$ cat src/rtl/time_set_ctrl.sv
// Button-driven HH:MM set controller: MODE walks the digits, INC does a read-modify-write on the timer bus.
// Optional build macro TSC_AUTOREPEAT_EN adds INC auto-repeat while the button is held.
module time_set_ctrl #(
    parameter int          DEB_CYCLES    = 1000000,
    parameter int          BLINK_CYCLES  = 12500000,
    parameter int          REPEAT_CYCLES = 25000000,
    parameter logic [10:0] ADDR_MIN0     = 11'h400,
    parameter logic [10:0] ADDR_MIN1     = 11'h401,
    parameter logic [10:0] ADDR_HOUR0    = 11'h402,
    parameter logic [10:0] ADDR_HOUR1    = 11'h403
) (
    input  logic        clk,
    input  logic        rst,
    input  logic        btn_mode,
    input  logic        btn_inc,
    output logic        t_sel,
    output logic [10:0] t_address,
    output logic [3:0]  t_wdata,
    output logic        t_write_en,
    input  logic [3:0]  t_rdata,
    output logic        editing,
    output logic [3:0]  blink_mask
);

    localparam int DW = $clog2(DEB_CYCLES + 1);
    localparam int BW = $clog2(BLINK_CYCLES + 1);
    localparam logic [DW-1:0] DEB_LAST   = DW'(DEB_CYCLES - 1);
    localparam logic [BW-1:0] BLINK_LAST = BW'(BLINK_CYCLES - 1);

    typedef enum logic [2:0] {RUN, E_H1, E_H0, E_M1, E_M0} mode_t;
    typedef enum logic [2:0] {A_IDLE, A_ADDR, A_WAIT, A_CAP, A_WR} acc_t;

    mode_t         state;
    acc_t          acc;
    logic          mode_pend;
    logic          auto_rd;
    logic [3:0]    hour1_q;
    logic          blink_phase;
    logic [BW-1:0] blink_cnt;

    // Bit 0 = MODE, bit 1 = INC.
    logic [1:0]    sync1, sync2, level, press;
    logic [DW-1:0] deb_cnt [2];

    // NOTE: all sequential state uses non-blocking assignments so every flop samples pre-edge values.
    always_ff @(posedge clk) begin
        if (rst) begin
            sync1 <= '0;
            sync2 <= '0;
            level <= '0;
            press <= '0;
            for (int i = 0; i < 2; i++) deb_cnt[i] <= '0;
        end else begin
            sync1 <= {btn_inc, btn_mode};
            sync2 <= sync1;
            for (int i = 0; i < 2; i++) begin
                press[i] <= 1'b0;
                if (sync2[i] == level[i]) begin
                    deb_cnt[i] <= '0;
                end else if (deb_cnt[i] == DEB_LAST) begin
                    deb_cnt[i] <= '0;
                    level[i]   <= sync2[i];
                    press[i]   <= sync2[i];
                end else begin
                    deb_cnt[i] <= deb_cnt[i] + 1'b1;
                end
            end
        end
    end

    logic inc_req;
`ifdef TSC_AUTOREPEAT_EN
    localparam int RW = $clog2(REPEAT_CYCLES + 1);
    localparam logic [RW-1:0] REP_LAST = RW'(REPEAT_CYCLES - 1);
    logic [RW-1:0] rep_cnt;
    logic          rep_fire;

    // Hold time only accrues while the bus is idle, so a repeat never collides with an access.
    assign rep_fire = level[1] && (state != RUN) && (acc == A_IDLE) && (rep_cnt == REP_LAST);

    always_ff @(posedge clk) begin
        if (rst || !level[1] || press[0]) begin
            rep_cnt <= '0;
        end else if (acc == A_IDLE && state != RUN) begin
            rep_cnt <= rep_fire ? '0 : rep_cnt + 1'b1;
        end
    end

    assign inc_req = press[1] | rep_fire;
`else
    logic unused_repeat;
    assign unused_repeat = ^REPEAT_CYCLES;
    assign inc_req = press[1];
`endif

    function automatic logic [10:0] digit_addr(input mode_t s);
        case (s)
            E_H1:    return ADDR_HOUR1;
            E_H0:    return ADDR_HOUR0;
            E_M1:    return ADDR_MIN1;
            default: return ADDR_MIN0;
        endcase
    endfunction

    function automatic logic [3:0] digit_onehot(input mode_t s);
        case (s)
            E_H1:    return 4'b1000;
            E_H0:    return 4'b0100;
            E_M1:    return 4'b0010;
            E_M0:    return 4'b0001;
            default: return 4'b0000;
        endcase
    endfunction

    function automatic logic [3:0] digit_limit(input mode_t s, input logic [3:0] h1);
        case (s)
            E_H1:    return 4'd2;
            E_H0:    return (h1 == 4'd2) ? 4'd3 : 4'd9;
            E_M1:    return 4'd5;
            default: return 4'd9;
        endcase
    endfunction

    logic [3:0] next_val;
    assign next_val = (t_rdata >= digit_limit(state, hour1_q)) ? 4'd0 : t_rdata + 4'd1;

    always_ff @(posedge clk) begin
        if (rst) begin
            state       <= RUN;
            acc         <= A_IDLE;
            mode_pend   <= 1'b0;
            auto_rd     <= 1'b0;
            hour1_q     <= 4'd0;
            blink_phase <= 1'b1;
            blink_cnt   <= '0;
            t_sel       <= 1'b0;
            t_address   <= ADDR_MIN0;
            t_wdata     <= 4'd0;
            t_write_en  <= 1'b0;
            editing     <= 1'b0;
            blink_mask  <= 4'd0;
        end else begin
            editing    <= (state != RUN);
            blink_mask <= digit_onehot(state) & {4{blink_phase}};

            if (state == RUN) begin
                blink_cnt   <= '0;
                blink_phase <= 1'b1;
            end else if (blink_cnt == BLINK_LAST) begin
                blink_cnt   <= '0;
                blink_phase <= ~blink_phase;
            end else begin
                blink_cnt <= blink_cnt + 1'b1;
            end

            case (acc)
                A_IDLE: begin
                    if (state != RUN && inc_req) begin
                        acc       <= A_ADDR;
                        auto_rd   <= 1'b0;
                        t_sel     <= 1'b1;
                        t_address <= digit_addr(state);
                        if (press[0]) mode_pend <= 1'b1;
                    end else if (press[0] || mode_pend) begin
                        // Digit change: restart the blink with the digit visible.
                        mode_pend   <= 1'b0;
                        blink_cnt   <= '0;
                        blink_phase <= 1'b1;
                        case (state)
                            RUN:  state <= E_H1;
                            E_H1: begin
                                // HOUR0's limit depends on HOUR1, so refresh the cache on entry.
                                state     <= E_H0;
                                acc       <= A_ADDR;
                                auto_rd   <= 1'b1;
                                t_sel     <= 1'b1;
                                t_address <= ADDR_HOUR1;
                            end
                            E_H0:    state <= E_M1;
                            E_M1:    state <= E_M0;
                            default: state <= RUN;
                        endcase
                    end
                end
                A_ADDR: acc <= A_WAIT;
                A_WAIT: acc <= A_CAP;
                A_CAP: begin
                    if (auto_rd) begin
                        hour1_q <= t_rdata;
                        auto_rd <= 1'b0;
                        t_sel   <= 1'b0;
                        acc     <= A_IDLE;
                    end else begin
                        t_wdata    <= next_val;
                        t_write_en <= 1'b1;
                        acc        <= A_WR;
                        if (state == E_H1) hour1_q <= next_val;
                    end
                end
                A_WR: begin
                    t_write_en <= 1'b0;
                    t_sel      <= 1'b0;
                    acc        <= A_IDLE;
                end
                default: acc <= A_IDLE;
            endcase

            if (press[0] && acc != A_IDLE) mode_pend <= 1'b1;
        end
    end

endmodule

$ cat config.mk
export PLATFORM = sky130hd
export DESIGN_NAME = time_set_ctrl
export DESIGN_NICKNAME = d
export VERILOG_FILES = /design/src/rtl/time_set_ctrl.sv
export SDC_FILE = /design/constraint.sdc
export NUM_CORES = 1
export LEC_CHECK = 0
export CAP_MARGIN = 15
export CORE_ASPECT_RATIO = 0.8
export CORE_MARGIN = 3
export CORE_UTILIZATION = 25
export CTS_BUF_LIST = sky130_fd_sc_hd__clkbuf_2
export CTS_CLUSTER_DIAMETER = 150
export DETAILED_ROUTE_END_ITERATION = 6
export PLACE_DENSITY_LB_ADDON = 0.1
export SLEW_MARGIN = 20
export SYNTH_ARGS = -nofsm -noshare
export SYNTH_HDL_FRONTEND = slang
export SYNTH_SLANG_ARGS = --single-unit
$ cat constraint.sdc
create_clock -name clk -period 6.83 [get_ports clk]
set_input_delay 1.7075 -clock clk [delete_from_list [all_inputs] [get_ports clk]]
set_output_delay 1.7075 -clock clk [all_outputs]
set_load 0.1 [all_outputs]
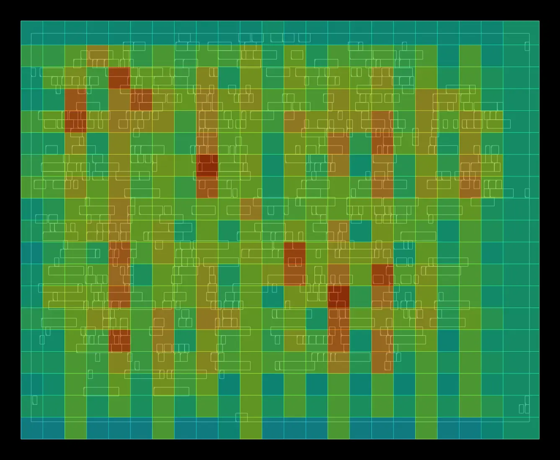
Figure 1: congestion heat map.
busiest layer in global routing: met2
final core occ: 29.26%
Wirelength per Cell: 12.60 um
Global Route met2 Usage: 15.55%

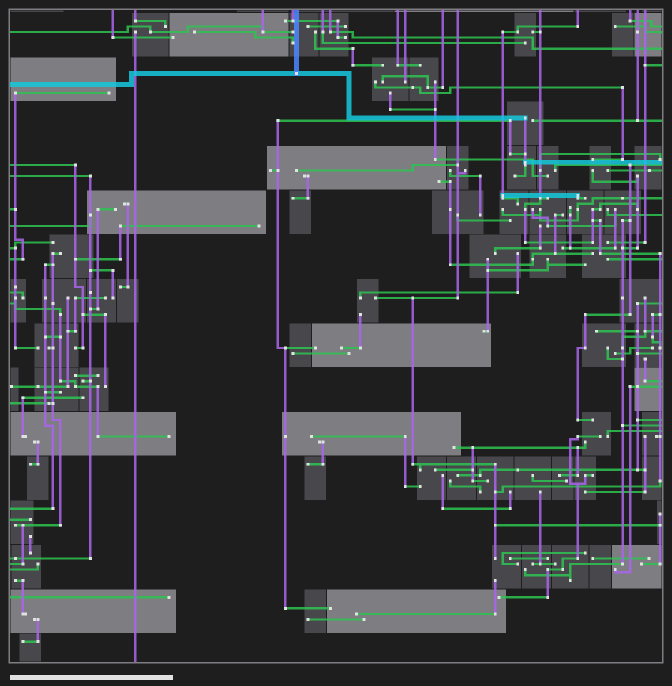
Figure 2: layout detail.
Scale bar: 10 um. Region (62, 20) to (102, 60) um. Cells in grey, sequential cells in the stronger grey; small squares are vias.
| colour | layer |
|---|---|
| green | met1 |
| blue | met4 |
| cyan | met3 |
| purple | met2 |
most frequent: conb_1 (9), edfxtp_1 (8), a21oi_1 (7)
cells with their middle in the window: 60
netlist names of flops here include: `deb_cnt` (8), `level` (1)
sequential cells in the window: 9

state kept, by name, indices dropped and copies added, names as in the netlist:
register and count:
t_write_en 1, level 2, deb_cnt 40, t_wdata 4, blink_phase 1, state 3
auto_rd 1, t_address 2, mode_pend 1, blink_cnt 24, editing 1, t_sel 1
acc 3, press 2, hour1_q 4, sync1 2, sync2 2, blink_mask 4
through the flow:
step / hold slack, ns / power [mW] / util (%)
after global placement: 0.4190 / 0.7247 / 28.69
after floorplan: 0.4138 / 0.7101 / -
after global routing: 0.4826 / 1.065 / 29.26
final: 0.4636 / 1.011 / 29.26
after CTS: 0.4665 / 1.033 / 29.26
after detailed placement: 0.4254 / 0.7256 / 28.69
power by group through the flow:
| stage | Clock (mW) | Combinational (mW) | Sequential [mW] |
|---|---|---|---|
| 3_5_place_dp | 0 | 0.0754 | 0.650 |
| 5_1_grt | 0.338 | 0.0849 | 0.642 |
| 4_1_cts | 0.318 | 0.0759 | 0.639 |
| 6_report | 0.296 | 0.0763 | 0.639 |
| 2_1_floorplan | 0 | 0.0643 | 0.646 |
| 3_3_place_gp | 0 | 0.0750 | 0.650 |
final timing paths:
check | startpoint | cells past startpoint | to | slack [ns]
setup reg to reg | state[0] | 6 | hour1_q[2] | 3.97
hold / removal | sync1[0] | 1 | sync2[0] | 0.46
setup / recovery | t_write_en | 1 | t_write_en | 2.96
hold reg to reg | sync1[0] | 1 | sync2[0] | 0.46
layout by cell type (no fill, tap or decap), types with 8 or more instances in the layout:
cell type | synthesis | final
sky130_fd_sc_hd__nor2_1 | 65 | 65
sky130_fd_sc_hd__dfxtp_1 | 58 | 58
sky130_fd_sc_hd__conb_1 | 2 | 49
sky130_fd_sc_hd__edfxtp_1 | 40 | 40
sky130_fd_sc_hd__a21oi_1 | 34 | 34
sky130_fd_sc_hd__nand2_1 | 32 | 32
sky130_fd_sc_hd__nand3_1 | 30 | 30
sky130_fd_sc_hd__xnor2_1 | 25 | 25
sky130_fd_sc_hd__o21ai_0 | 24 | 24
sky130_fd_sc_hd__clkdlybuf4s50_1 | 0 | 20
sky130_fd_sc_hd__inv_1 | 18 | 18
sky130_fd_sc_hd__or3_1 | 18 | 18
sky130_fd_sc_hd__nand4_1 | 17 | 17
sky130_fd_sc_hd__xor2_1 | 15 | 15
sky130_fd_sc_hd__or4_1 | 12 | 12
sky130_fd_sc_hd__clkbuf_2 | 1 | 11
sky130_fd_sc_hd__o31ai_1 | 9 | 9
sky130_fd_sc_hd__and3_1 | 8 | 8
sky130_fd_sc_hd__nor3_1 | 8 | 8
sky130_fd_sc_hd__ha_1 | 8 | 8
layer usage:
metal,track usage (%),vias up
met5,0,-
met2,15.55,51
li1,-,1967
met4,2.067,0
met1,14.87,1773
met3,3.455,5
logic make-up after synthesis:
| family | after synthesis |
|---|---|
| AOI/OAI and AO/OA | 92 |
| xor gates and xnor gates | 40 |
| adders and majority gates | 8 |
| buffers and inverters | 42 |
| DFF | 98 |
| muxes | 4 |
| other | 2 |
| and+or+nand+nor | 240 |
final cells by class:
class	instances	area, um^2
clock buffer	11	55.05
clock inverter	5	55.05
fill	2056	13580
inverter	18	67.56
multi-input combinational	433	2547
sequential	98	2362
tap	258	322.8
timing repair buffer	21	207.7
==> impl_metrics.yaml <==
# flow metrics
routing:
  wl_met2_mm: 4.399
  viasPerCell: 4.498
  via_count: 3796
  wirelength_met1_mm: 5.763
  drt_pre_antenna_iters: 4
  wirelength_mm: 10.63
  drt_iter0_drc: 186
timing:
  grt_setup_unrepaired: "false"
  finalClockPeriodUsage_pct: 56.65
  maxSlewHeadroom_pct: 34.63
  report.final.setup_viol: 0
  fin_worst_skew_ns: 0.05014
  hold_viol: 0
  final.min_clock_period_ns: 3.869
  slew_violations: 0
  fmax_mhz: 258.4
  final_critical_path_setup_slack_ns: 2.961
worst_setup_path:
  cp.required_ns: 5.12
  critical_path.top_delay_family: "buffers and inverters"
  critPathSlowestCell: "sky130_fd_sc_hd__clkdlybuf4s50_1"
  timing.critical_path.slowest_cell_delay_ns: 1.15
  cp-end-kind: "output pin"
  timing.critical_path.fanout_max: 3
  worst_ep_arrival_time_ns: 2.16
  criticalPathCategory: "flip-flop to output pin"
grt:
  vias_in_the_first_global_route: 3700
  maximum_number_of_pins_on_one_net_before_global_route_repair: 27
  grtUsageTotal_pct: 10.45
  wire_length_of_the_first_global_routing_pass_mm: 18.46
  antenna_found_initial: 0
pwr:
  seq_power_share_pct: 63.2
  power.net_switching_mw: 0.2769
  p_leak_nw: 1.762
  comb_power_share_pct: 7.6
floorplan:
  boundaryPins: 30
  fp-utilization_pct: 25.74
  row_count: 45
  floorplan.core_area_mm2: 0.01920
  die_ht_um: 131.8
cells_and_area:
  antenna_cells: 0
  layout.nets: 597
  drive_above_1_share_pct: 5.802
  post_layout_nonfiller_instances: 844
  finalInstanceArea_mm2: 0.005618
logic_synthesis:
  synth_stat.cells: 526
  post_synth_most_frequent_cells: "sky130_fd_sc_hd__nor2_1 (65), sky130_fd_sc_hd__dfxtp_1 (58), sky130_fd_sc_hd__edfxtp_1 (40)"
  xor_share_pct: 7.089
  fa_ha_area_share_pct: 2.025
  netlist.area_leader.share_pct: 24.30
  synth_top_cell_by_count: "sky130_fd_sc_hd__nor2_1"
  post_synth_inst_count: 526
  syn_area_per_cell_um2: 9.396
  numSynthFlops: 98
  synth_async_sr_flop_share_pct: 0
  synth.yosys.seq_area_share_pct: 47.80
  post_synth_and_or_nand_nor_area_fraction_pct: 26.41
  synth.comb.largest_family: "simple AND/OR/NAND/NOR gates"
  commonest_register_cell_after_synthesis: "sky130_fd_sc_hd__dfxtp_1"
  yosysWarnings: 0
place:
  place.detailed.instances: 828
  gp_routability_congestion: 0.7772
  port_buffers: 20
  dp_hpwl_mm: 7.584
  placement.setup.worst_slack_ns: 2.760
clocking:
  clock_net_sink_count: 98
  cts.clk_slew.worst_paths_ns: 0.28
  holdBufCountCts: 0
  cts_made_buffers: 9
  cts_resized: 0
  cts_setup_buffers: 0
outcome:
  status: "completed"
min_path:
  worst_hold_path_type: "flip-flop to flip-flop"
flow_run:
  maxCapViolCount: 0
Power figures rest on the tool's default switching activity, not on a simulated workload.
